### Routed metal, one colour a layer, run 1

Only two layers are drawn.
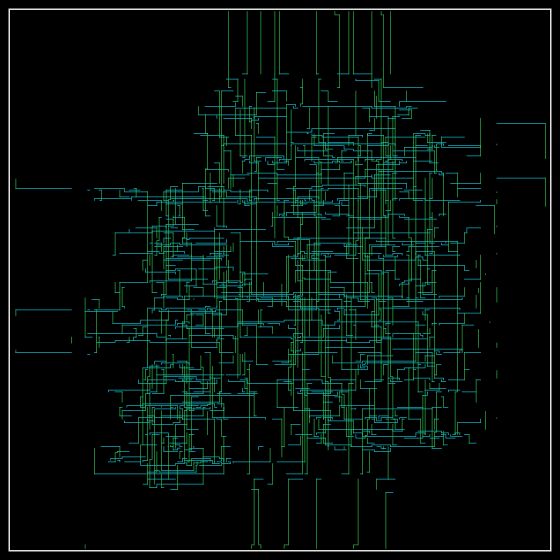
### Logic cells by family, run 1

Bar = 20 um.
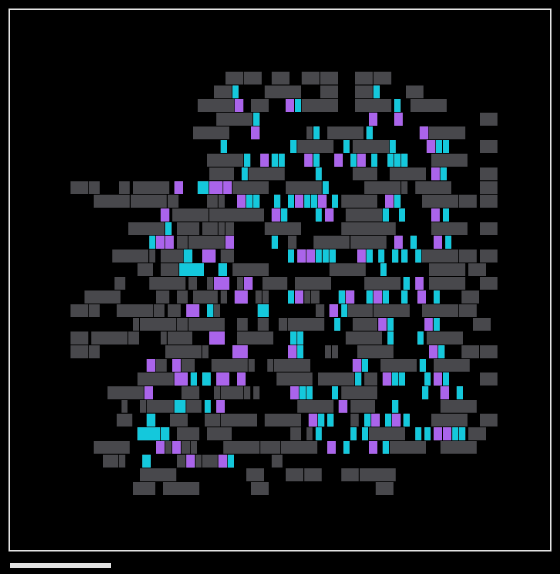
### Register map, names as in the netlist, run 1

Bar = 20 um. Other sequential cells in the stronger grey, the rest of the logic in the fainter grey.
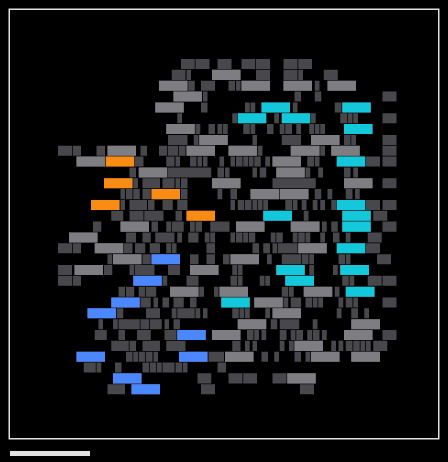
**src/rtl/ymf262_rx.sv**
```systemverilog
`timescale 1ns/1ps
// YMF262 (OPL3) serial DAC-port receiver: oversampled DCLK/SMP/DO, MSB-first 16-bit words per channel.
// Optional mono mix output is built only when YMRX_MIX_EN is defined.
module ymf262_rx #(
    parameter int SYNC_STAGES = 2,
    parameter int TIMEOUT     = 256
) (
    input  logic        clk,
    input  logic        reset,
    input  logic        ym_dclk,
    input  logic [1:0]  ym_smp,
    input  logic        ym_data,
    output logic [15:0] sample_a,
    output logic [15:0] sample_b,
    output logic        strobe_a,
    output logic        strobe_b,
    output logic        bit_err,
    output logic        link_ok
`ifdef YMRX_MIX_EN
    ,
    output logic [15:0] mix,
    output logic        mix_strobe
`endif
);

    localparam int WDW = $clog2(TIMEOUT + 1);

    // Pin bundle order: {data, smp[1], smp[0], dclk}
    logic [3:0]                    w_pin;
    logic [SYNC_STAGES-1:0][3:0]   r_sync;
    logic [3:0]                    w_sync;
    logic [2:0]                    r_hist;
    logic                          w_dclk_fall;
    logic [1:0]                    w_smp_fall;
    logic                          w_latch;
    logic                          w_data;

    logic [15:0]    r_shift;
    logic [4:0]     r_cnt;
    logic [WDW-1:0] r_wd;
    logic [15:0]    r_sample_a;
    logic [15:0]    r_sample_b;
    logic           r_strobe_a;
    logic           r_strobe_b;
    logic           r_bit_err;
    logic           r_link_ok;

    always_comb begin
        w_pin       = {ym_data, ym_smp, ym_dclk};
        w_sync      = r_sync[SYNC_STAGES-1];
        w_dclk_fall = r_hist[0] & ~w_sync[0];
        w_smp_fall  = r_hist[2:1] & ~w_sync[2:1];
        w_latch     = |w_smp_fall;
        w_data      = w_sync[3];
    end

    always_ff @(posedge clk) begin
        if (reset) begin
            r_sync     <= '0;
            r_hist     <= '0;
            r_shift    <= '0;
            r_cnt      <= '0;
            r_wd       <= '0;
            r_sample_a <= '0;
            r_sample_b <= '0;
            r_strobe_a <= 1'b0;
            r_strobe_b <= 1'b0;
            r_bit_err  <= 1'b0;
            r_link_ok  <= 1'b0;
        end else begin
            r_sync <= {r_sync[SYNC_STAGES-2:0], w_pin};
            r_hist <= w_sync[2:0];

            if (w_dclk_fall)
                r_shift <= {r_shift[14:0], w_data};

            // A latch coinciding with a dclk fall takes the pre-shift word; that bit starts the next count.
            if (w_latch)
                r_cnt <= w_dclk_fall ? 5'd1 : 5'd0;
            else if (w_dclk_fall && r_cnt != 5'd31)
                r_cnt <= r_cnt + 5'd1;

            if (w_smp_fall[0])
                r_sample_a <= r_shift;
            if (w_smp_fall[1])
                r_sample_b <= r_shift;
            r_strobe_a <= w_smp_fall[0];
            r_strobe_b <= w_smp_fall[1];
            r_bit_err  <= w_latch && (r_cnt < 5'd16);

            if (w_dclk_fall)
                r_wd <= '0;
            else if (r_wd != WDW'(TIMEOUT))
                r_wd <= r_wd + 1'b1;

            // Link drops on the same edge the watchdog reaches TIMEOUT.
            if (!w_dclk_fall && r_wd >= WDW'(TIMEOUT - 1))
                r_link_ok <= 1'b0;
            else if (w_latch && r_wd < WDW'(TIMEOUT))
                r_link_ok <= 1'b1;
        end
    end

    assign sample_a = r_sample_a;
    assign sample_b = r_sample_b;
    assign strobe_a = r_strobe_a;
    assign strobe_b = r_strobe_b;
    assign bit_err  = r_bit_err;
    assign link_ok  = r_link_ok;

`ifdef YMRX_MIX_EN
    logic [16:0] w_sum;
    logic [15:0] r_mix;
    logic        r_mix_strobe;

    always_comb begin
        w_sum = {r_sample_a[15], r_sample_a} + {r_sample_b[15], r_sample_b};
    end

    always_ff @(posedge clk) begin
        if (reset) begin
            r_mix        <= '0;
            r_mix_strobe <= 1'b0;
        end else begin
            r_mix_strobe <= r_strobe_b;
            if (r_strobe_b)
                r_mix <= w_sum[16:1];
        end
    end

    assign mix        = r_mix;
    assign mix_strobe = r_mix_strobe;
`endif

endmodule

```
**config.mk**
```make
export PLATFORM = sky130hd
export DESIGN_NAME = ymf262_rx
export DESIGN_NICKNAME = d
export VERILOG_FILES = /design/src/rtl/ymf262_rx.sv
export SDC_FILE = /design/constraint.sdc
export NUM_CORES = 1
export LEC_CHECK = 0
export CORE_MARGIN = 10
export CORE_UTILIZATION = 37
export CTS_CLUSTER_DIAMETER = 150
export DETAILED_ROUTE_END_ITERATION = 8
export GPL_TIMING_DRIVEN = 0
export PLACE_DENSITY = 0.59
export SLEW_MARGIN = 20
export SYNTH_ARGS = -nofsm -noshare
export SYNTH_HDL_FRONTEND = slang
export SYNTH_SLANG_ARGS = --single-unit
```
**constraint.sdc**
```tcl
create_clock -name clk -period 3.22 [get_ports clk]
set_input_delay 0.322 -clock clk [delete_from_list [all_inputs] [get_ports clk]]
set_output_delay 0.322 -clock clk [all_outputs]
set_load 0.02 [all_outputs]
```
==> metrics.cfg, run 1 <==
[floorplan]
io_pins = 42
tapCellCount = 99
die_w_um = 107.4
row_count = 31
die_y_um = 107.4
chip_area_um2 = 11530

[placement]
finalWeightedCongestion = 0.7578

[synthesis]
yosysWarnings = 0
syn_area_per_cell_um2 = 8.462
synthAoiAreaFrac = 0.1399
floorplan.nets = 345
ys_seq_share = 0.5454
synth_area_um2 = 2826
ys_ff = 77
syn_inst = 334

[timing]
period_needed_ns = 1.745
drv_slew = 0

[cells_and_area]
nonClockInverterCount = 8
largest_class = flip-flops and latches
mostFrequentLayoutCell = nand2_1
comb-cell-share = 0.3252

[pwr]
seqPwrFrac = 0.523
cell_internal_pwr_w = 0.001429
combPwrFrac = 0.039

[global_route]
grt_pass1_vias = 2242
gr-usage-met3 = 0.02395

[cts]
clk_latency_ns = 0.35
path_clk_slew_ns = 0.08
cts_resized = 0
clock_path_buffers = 2

[status]
status = complete, no violations

[routing]
drc_errors = 0

[setup_path]
critical_path_class = flip-flop to flip-flop

Back to the opening pictures, 'Routed metal, one colour a layer':
layer	colour	wire length
M1	cyan	2970 um
M2	green	3050 um

Back to the opening pictures, 'Logic cells by family':
family	colour	cells	most used
aoi and oai cells	purple	72	a21oi_1
nand cells	cyan	113	nand2_1

Back to the opening pictures, 'Register map, names as in the netlist':
netlist name	colour	placed flops
r_wd	blue	9
sample_b	cyan	16
r_cnt	orange	5
not coloured	47
FF/Latch Area: 1541 um^2
Layout Utilization: 0.4887
P_seq: 0.000970 W
flop share of the area: 0.4303

## run 1: through the flow
stage | cells | hold WS, ns | setup WS, ns | total power (W)
after CTS | 490 | 0.4443 | 1.480 | 0.001871
after global placement | 474 | 0.4172 | 1.270 | 0.001064
after floorplan | 334 | 0.4138 | 1.611 | 0.001037
after detailed placement | 474 | 0.4274 | 1.253 | 0.001065
after global routing | 490 | 0.4643 | 1.365 | 0.001922
final | 490 | 0.4414 | 1.475 | 0.001854
## run 1: cell families (layout without fill, tap and decap cells)
kind of cell,Yosys count,after routing
AND/OR/NAND/NOR,148,148
flip-flops,77,77
AND-OR/OR-AND,73,73
buffers and inverters,28,85
adder cells (fa/ha/maj),5,5
XOR/XNOR,3,3
## run 1: cells in the mapped netlist
cell type  count  area [um^2]
a211o_1        1        8.760
a211oi_1       1        7.510
a21oi_1       58        290.3
a221oi_1       1        8.760
and3_1         1        6.260
buf_1          2        7.510
buf_2          6        30.03
buf_6          1        11.26
clkbuf_1      11        41.29
dfxtp_1       77         1541
ha_1           5        62.56
inv_1          8        30.03
nand2_1      102        382.9
nand2b_1       2        12.51
nand2b_4       1        13.76
nand3_1        6        30.03
nand4_1        1        6.260
nand4_2        1        12.51
nor2_1         8        30.03
nor2b_1       14        87.58
nor3_1         2        10.01
nor3b_1        1        7.510
nor4b_1        1        8.760
nor4b_2        1        15.01
nor4bb_1       1        10.01
o2111ai_1      2        17.52
o21ai_0        5        25.02
o31ai_1        5        37.54
or3_1          2        12.51
or4_1          2        15.01
or4b_1         2        20.02
xnor2_1        2        17.52
xor2_1         1        8.760
## run 1: sequential cells by signal (all words and copies together), names as in the netlist
name      count
strobe_b      1
link_ok       1
bit_err       1
strobe_a      1
sample_a     16
r_hist        3
r_sync        4
r_cnt         5
r_wd          9
sample_b     16
r_shift      16
w_sync        4
### I/O pins on the die edge, run 1

Pins as bars across the die edge, other pins in grey.
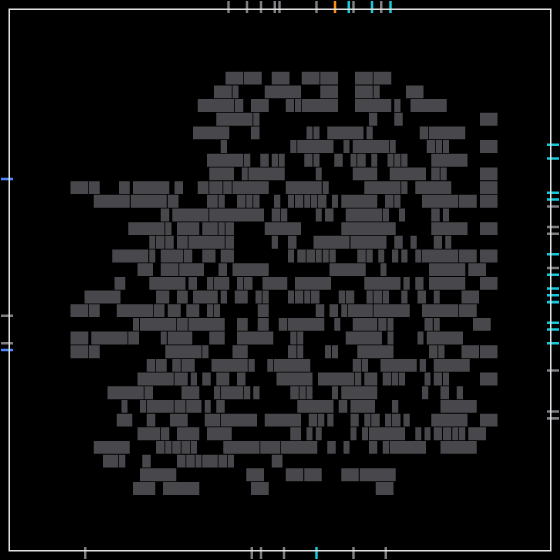

==> run 1 -> run 2 <==
==> constraint.sdc (replaced) <==
create_clock -name clk -period 1.7 [get_ports clk]
set_input_delay 0.17 -clock clk [delete_from_list [all_inputs] [get_ports clk]]
set_output_delay 0.17 -clock clk [all_outputs]
set_load 0.02 [all_outputs]
### I/O pins on the die edge, run 2

Pins as bars across the die edge, other pins in grey.
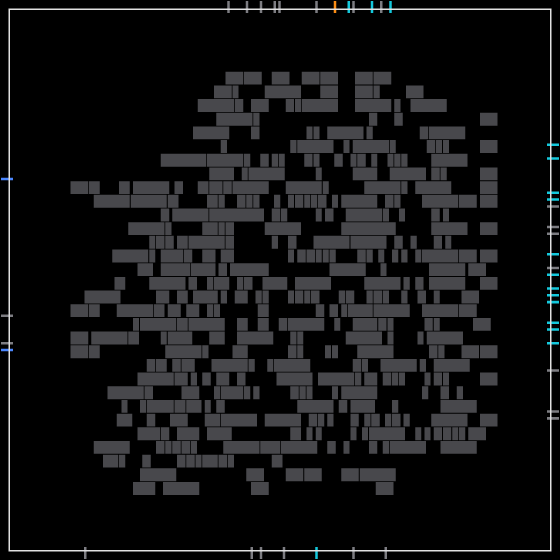
port	colour	pins	direction	edge
sample_b	cyan	16	output	12 east, 3 north, 1 south
ym_smp	blue	2	input	west
strobe_a	orange	1	output	north
Die H: 107.4 um
port bufs: 41

==> run 2 against run 1 <==
Flip-flop count is the same. Combinational power grew about 90%. Fmax grew 5.2%. Global-route usage is the same. Sequential share of layout area shrank 0.20 points. Synthesized cell count is the same. Non-clock buffer count is the same. Via count is essentially flat. Critical endpoint unchanged.
==> metrics.cfg, run 2 <==
[status]
status = complete, no violations

[global_route]
grt_pass1_vias = 2242  ; unchanged
gr-max-usage-layer = met2
gr-usage-met3 = 0.02395  ; unchanged

[timing]
drv_slew = 0  ; unchanged
skew_ns = 0.008225
layout_setup_ws_ns = 0.04174  ; -1.433 ns
period_needed_ns = 1.658  ; -0.08673 ns

[synthesis]
ys_seq_share = 0.5454  ; unchanged
yosysTopAreaCell = dfxtp_1
topCellsByArea = dfxtp_1 (55%), nand2_1 (14%), a21oi_1 (10%)
top_cells_by_count = nand2_1 (102), dfxtp_1 (77), a21oi_1 (58), nor2b_1 (14), clkbuf_1 (11)
synth_area_um2 = 2826  ; unchanged
yosysTopAreaCellShare = 0.5454  ; unchanged
ys_chip_area_um2 = 2826
floorplan.nets = 345  ; unchanged
top_logic_kind = simple AND/OR/NAND/NOR gates
most_common_cell = nand2_1
ys_ff = 77  ; unchanged
syn_area_per_cell_um2 = 8.462  ; unchanged
synthFlopType = dfxtp_1
synthAoiAreaFrac = 0.1399  ; unchanged
yosysWarnings = 0  ; unchanged
ys_async_sr_fraction = 0  ; unchanged
syn_inst = 334  ; unchanged
edf_count = 0  ; unchanged

[setup_path]
critical_path_class = flip-flop to flip-flop
reg2reg_setup_slack_ns = 0.04
cp_cell_sequence = ha_1 > and3_1 > ha_4 > or4_1 > a21oi_1
cp_max_fo = 8
cp.arrival_ns = 1.94
crit_family = simple AND/OR/NAND/NOR gates

[cts]
clock_path_buffers = 2  ; unchanged
path_clk_slew_ns = 0.08  ; about the same
hold_buffers = 0

[pwr]
power_w = 0.003514  ; +90%
cell_internal_pwr_w = 0.002707  ; +89%
seqPwrFrac = 0.523  ; about the same
combPwrFrac = 0.039  ; about the same

[floorplan]
io_pins = 42  ; unchanged
die_w_um = 107.4  ; unchanged
chip_area_um2 = 11530  ; unchanged
row_count = 31  ; unchanged

[routing]
drc_errors = 0  ; unchanged
wl_met2_mm = 3.090
drt-met1-wl_mm = 3.019

[placement]
finalWeightedCongestion = 0.7578  ; unchanged
preCtsSetupSlack_ns = -0.1153  ; -1.368 ns

[cells_and_area]
finalInstanceArea_um2 = 3602

### Logic cells by family, run 2

Bar = 20 um.
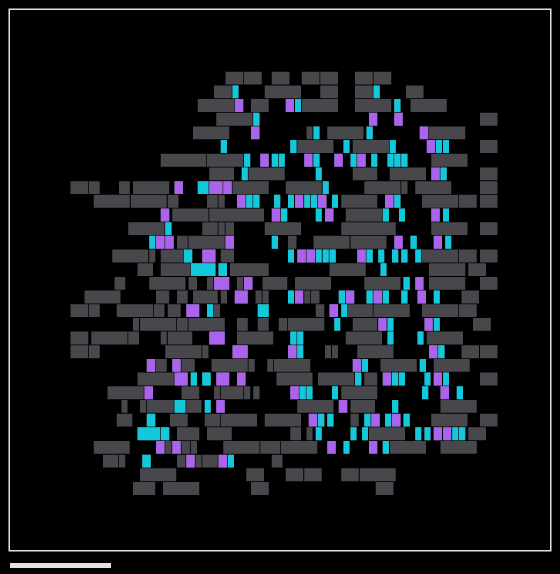
fraction of area in multi-input gates: 0.3286
most numerous logic cell after layout: nand2_1
Final Non-Filler Cells: 490

run 2: power by group through the flow:
stage | Combinational (W) | Clock (W) | Sequential (W)
after floorplan | 0.0000852 | 0 | 0.00188
after global placement | 0.000136 | 0 | 0.00188
after detailed placement | 0.000138 | 0 | 0.00188
after CTS | 0.000139 | 0.00157 | 0.00184
after global routing | 0.000154 | 0.00165 | 0.00184
final | 0.000138 | 0.00154 | 0.00184
run 2: final cells by class:
class                           count  area (um^2)
Clock buffer                        9        123.9
Fill cell                         715         3729
Sequential cell                    77         1543
Timing Repair Buffer               41        410.4
Multi-Input combinational cell    229         1184
Clock inverter                      7        97.59
Tap cell                           99        123.9
Inverter                            8        30.03
Buffer                             20        90.09
run 2: worst min path at each step:
stage | startpoint | endpoint | cells past startpoint
floorplan | ym_dclk | r_sync[0]$_SDFF_PP0_ | 1
global placement | r_sync[0]$_SDFF_PP0_ | w_sync[0]$_SDFF_PP0_ | 1
detailed placement | r_sync[2]$_SDFF_PP0_ | w_sync[2]$_SDFF_PP0_ | 1
CTS | ym_smp[0] | r_sync[1]$_SDFF_PP0_ | 2
global route | ym_smp[0] | r_sync[1]$_SDFF_PP0_ | 2
finish | ym_smp[1] | r_sync[2]$_SDFF_PP0_ | 2
run 2: repair_timing:
action | 4_1_cts | 5_1_grt
buffers inserted | 0 | 0
gates resized | 1 | 3
setup endpoints to repair | 1 | 2
run 2: through the flow:
step           hold slack (ns)  instances    util
3_5_place_dp            0.4274        474  0.4584
4_1_cts                 0.3567        490  0.4890
3_3_place_gp            0.4172        474  0.4584
6_report                0.3670        490  0.4914
2_1_floorplan           0.2982        334       -
5_1_grt                 0.3722        490  0.4914
### Register map, names as in the netlist, run 2

Bar = 20 um. Other sequential cells in the stronger grey, the rest of the logic in the fainter grey.
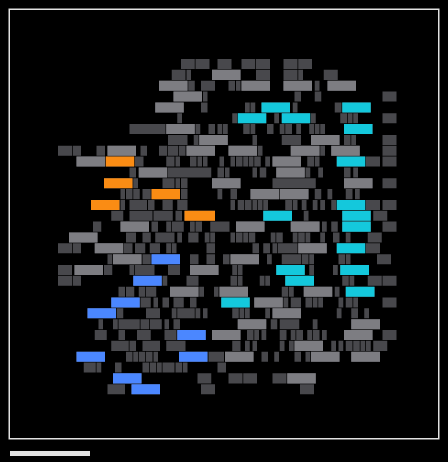

==> run 2 -> run 3 <==
--- a/config.mk
+++ b/config.mk
@@ -15,3 +15,4 @@
 export SYNTH_ARGS = -nofsm -noshare
 export SYNTH_HDL_FRONTEND = slang
 export SYNTH_SLANG_ARGS = --single-unit
+export TNS_END_PERCENT = 20
==> constraint.sdc (replaced) <==
create_clock -name clk -period 1.6 [get_ports clk]
set_input_delay 0.16 -clock clk [delete_from_list [all_inputs] [get_ports clk]]
set_output_delay 0.16 -clock clk [all_outputs]
set_load 0.02 [all_outputs]
### Register map, names as in the netlist, run 3

Bar = 20 um. Other sequential cells in the stronger grey, the rest of the logic in the fainter grey.
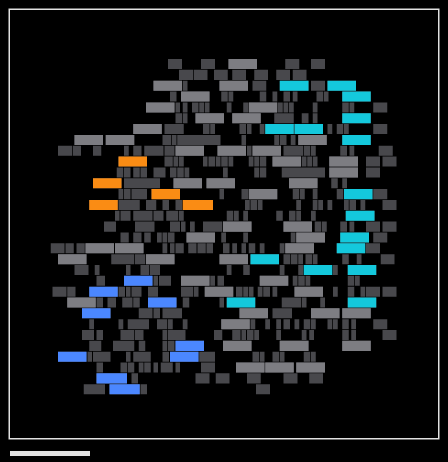
netlist name	colour	placed flops
r_cnt	orange	5
r_wd	blue	9
sample_b	cyan	16
not coloured	47
FF/Latch Area: 1545 um^2
flop share of the area: 0.4278
Layout Utilization: 0.4927
P_seq: 0.00195 W

==> run 3 against run 2 <==
Power grew 4.3%. Synthesized cell count stayed put. First-iteration DRC count grew 73%. Clock skew about the same. Flip-flop count stayed put. Register-to-register slack lost 0.02 ns. Critical endpoint unchanged.
==> metrics.cfg, run 3 <==
[synthesis]
yosysTopAreaCell = dfxtp_1
ys_chip_area_um2 = 2826  ; unchanged
most_common_cell = nand2_1
syn_area_per_cell_um2 = 8.462  ; unchanged
yosysTopAreaCellShare = 0.5454  ; unchanged
ys_async_sr_fraction = 0  ; unchanged
top_cells_by_count = nand2_1 (102), dfxtp_1 (77), a21oi_1 (58), nor2b_1 (14), clkbuf_1 (11)
yosysWarnings = 0  ; unchanged
syn_inst = 334  ; unchanged
topCellsByArea = dfxtp_1 (55%), nand2_1 (14%), a21oi_1 (10%)
edf_count = 0  ; unchanged
synth_area_um2 = 2826  ; unchanged
floorplan.nets = 345  ; unchanged
ys_ff = 77  ; unchanged
synthFlopType = dfxtp_1

[pwr]
seqPwrFrac = 0.533  ; +0.010
power_w = 0.003665  ; +4.3%
powerClk_w = 0.00156  ; about the same
pwr.group.combinational_w = 0.000148  ; +7%
combPwrFrac = 0.040  ; about the same

[floorplan]
io_pins = 42  ; unchanged
tapCellCount = 99  ; unchanged
row_count = 31  ; unchanged

[global_route]
grt_pass1_vias = 2214  ; -1.2%

[cells_and_area]
logic_gates = 229  ; unchanged
nClkBuffers = 9  ; unchanged
buf_share = 0.1386  ; -0.0003850
ff_count = 77  ; unchanged
n_fill_cell = 734  ; +2.7%
clockNetworkAreaShare = 0.05888  ; -0.002595
mostFrequentLayoutCell = nand2_1
comb-cell-share = 0.3322  ; +0.003591
largest_class = flip-flops and latches

[worst_hold_path]
holdCritStartpoint = ym_smp[1]
hold_end = r_sync[2]$_SDFF_PP0_
hold_depth = 2  ; unchanged

[timing]
drv_slew = 0  ; unchanged
layout_setup_ws_ns = 0.01774  ; -0.02400 ns
skew_ns = 0.008500  ; +0.0002743 ns
holdWs_ns = 0.3621  ; -0.004937 ns
period_needed_ns = 1.582  ; -0.07600 ns

[placement]
preCtsSetupSlack_ns = -0.1579  ; -0.04262 ns
finalWeightedCongestion = 0.7460  ; -1.6%
portBuffers = 41  ; unchanged
dp.cells = 474  ; unchanged

[setup_path]
crit_family = simple AND/OR/NAND/NOR gates
cp.arrival_ns = 1.85  ; -0.09 ns

[routing]
drc_errors = 0  ; unchanged

[status]
status = complete, no violations

[cts]
path_clk_slew_ns = 0.08  ; about the same

### I/O pins on the die edge, run 3

Pins as bars across the die edge, other pins in grey.
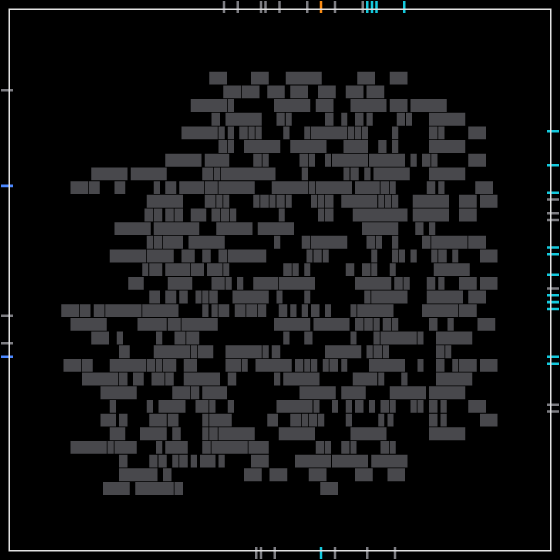
die width: 107.4 um

-- run 3: cell count changes in the layout (fill, tap and decap cells not counted) --
cell,change
and3_1,-1
and3_4,+1
clkinv_4,+1
dfxtp_1,-2
dfxtp_2,+2
ha_1,-2
ha_2,+2
inv_6,-2
nor4b_1,-1
nor4b_2,+1
-- run 3: cells by family (layout without fill, tap and decap cells) --
kind of cell / Yosys count / in the layout / synth area share
flip-flops: 77 / 77 / 0.5454
AND-OR/OR-AND: 73 / 73 / 0.1399
AND/OR/NAND/NOR: 148 / 148 / 0.2408
adder cells (fa/ha/maj): 5 / 5 / 0.02213
XOR/XNOR: 3 / 3 / 0.009298
buffers and inverters: 28 / 84 / 0.04250
-- run 3: layer usage --
metal,GRT usage,wire (um)
met1,0.1486,3001
met2,0.1798,2991
met3,0.03832,411
met4,0.04866,100
met5,0,0
-- run 3: how the worst max path moves through the flow --
stage,startpoint,end,slack (ns)
floorplan,r_cnt[0]$_SDFFE_PP0P_,r_cnt[3]$_SDFFE_PP0P_,0.04
global placement,reset,strobe_b$_SDFF_PP0_,-0.18
detailed placement,reset,sample_a[7]$_SDFFE_PP0P_,-0.16
CTS,r_cnt[0]$_SDFFE_PP0P_,r_cnt[3]$_SDFFE_PP0P_,0.03
global route,r_cnt[0]$_SDFFE_PP0P_,r_cnt[3]$_SDFFE_PP0P_,-0.03
finish,r_cnt[0]$_SDFFE_PP0P_,r_cnt[3]$_SDFFE_PP0P_,0.02
-- run 3: what timing repair did --
action | 4_1_cts | 5_1_grt
endpoints found under the setup margin | 2 | 7
pin swaps | 1 | 0
resized | 4 | 5
Power figures rest on the tool's default switching activity, not on a simulated workload.
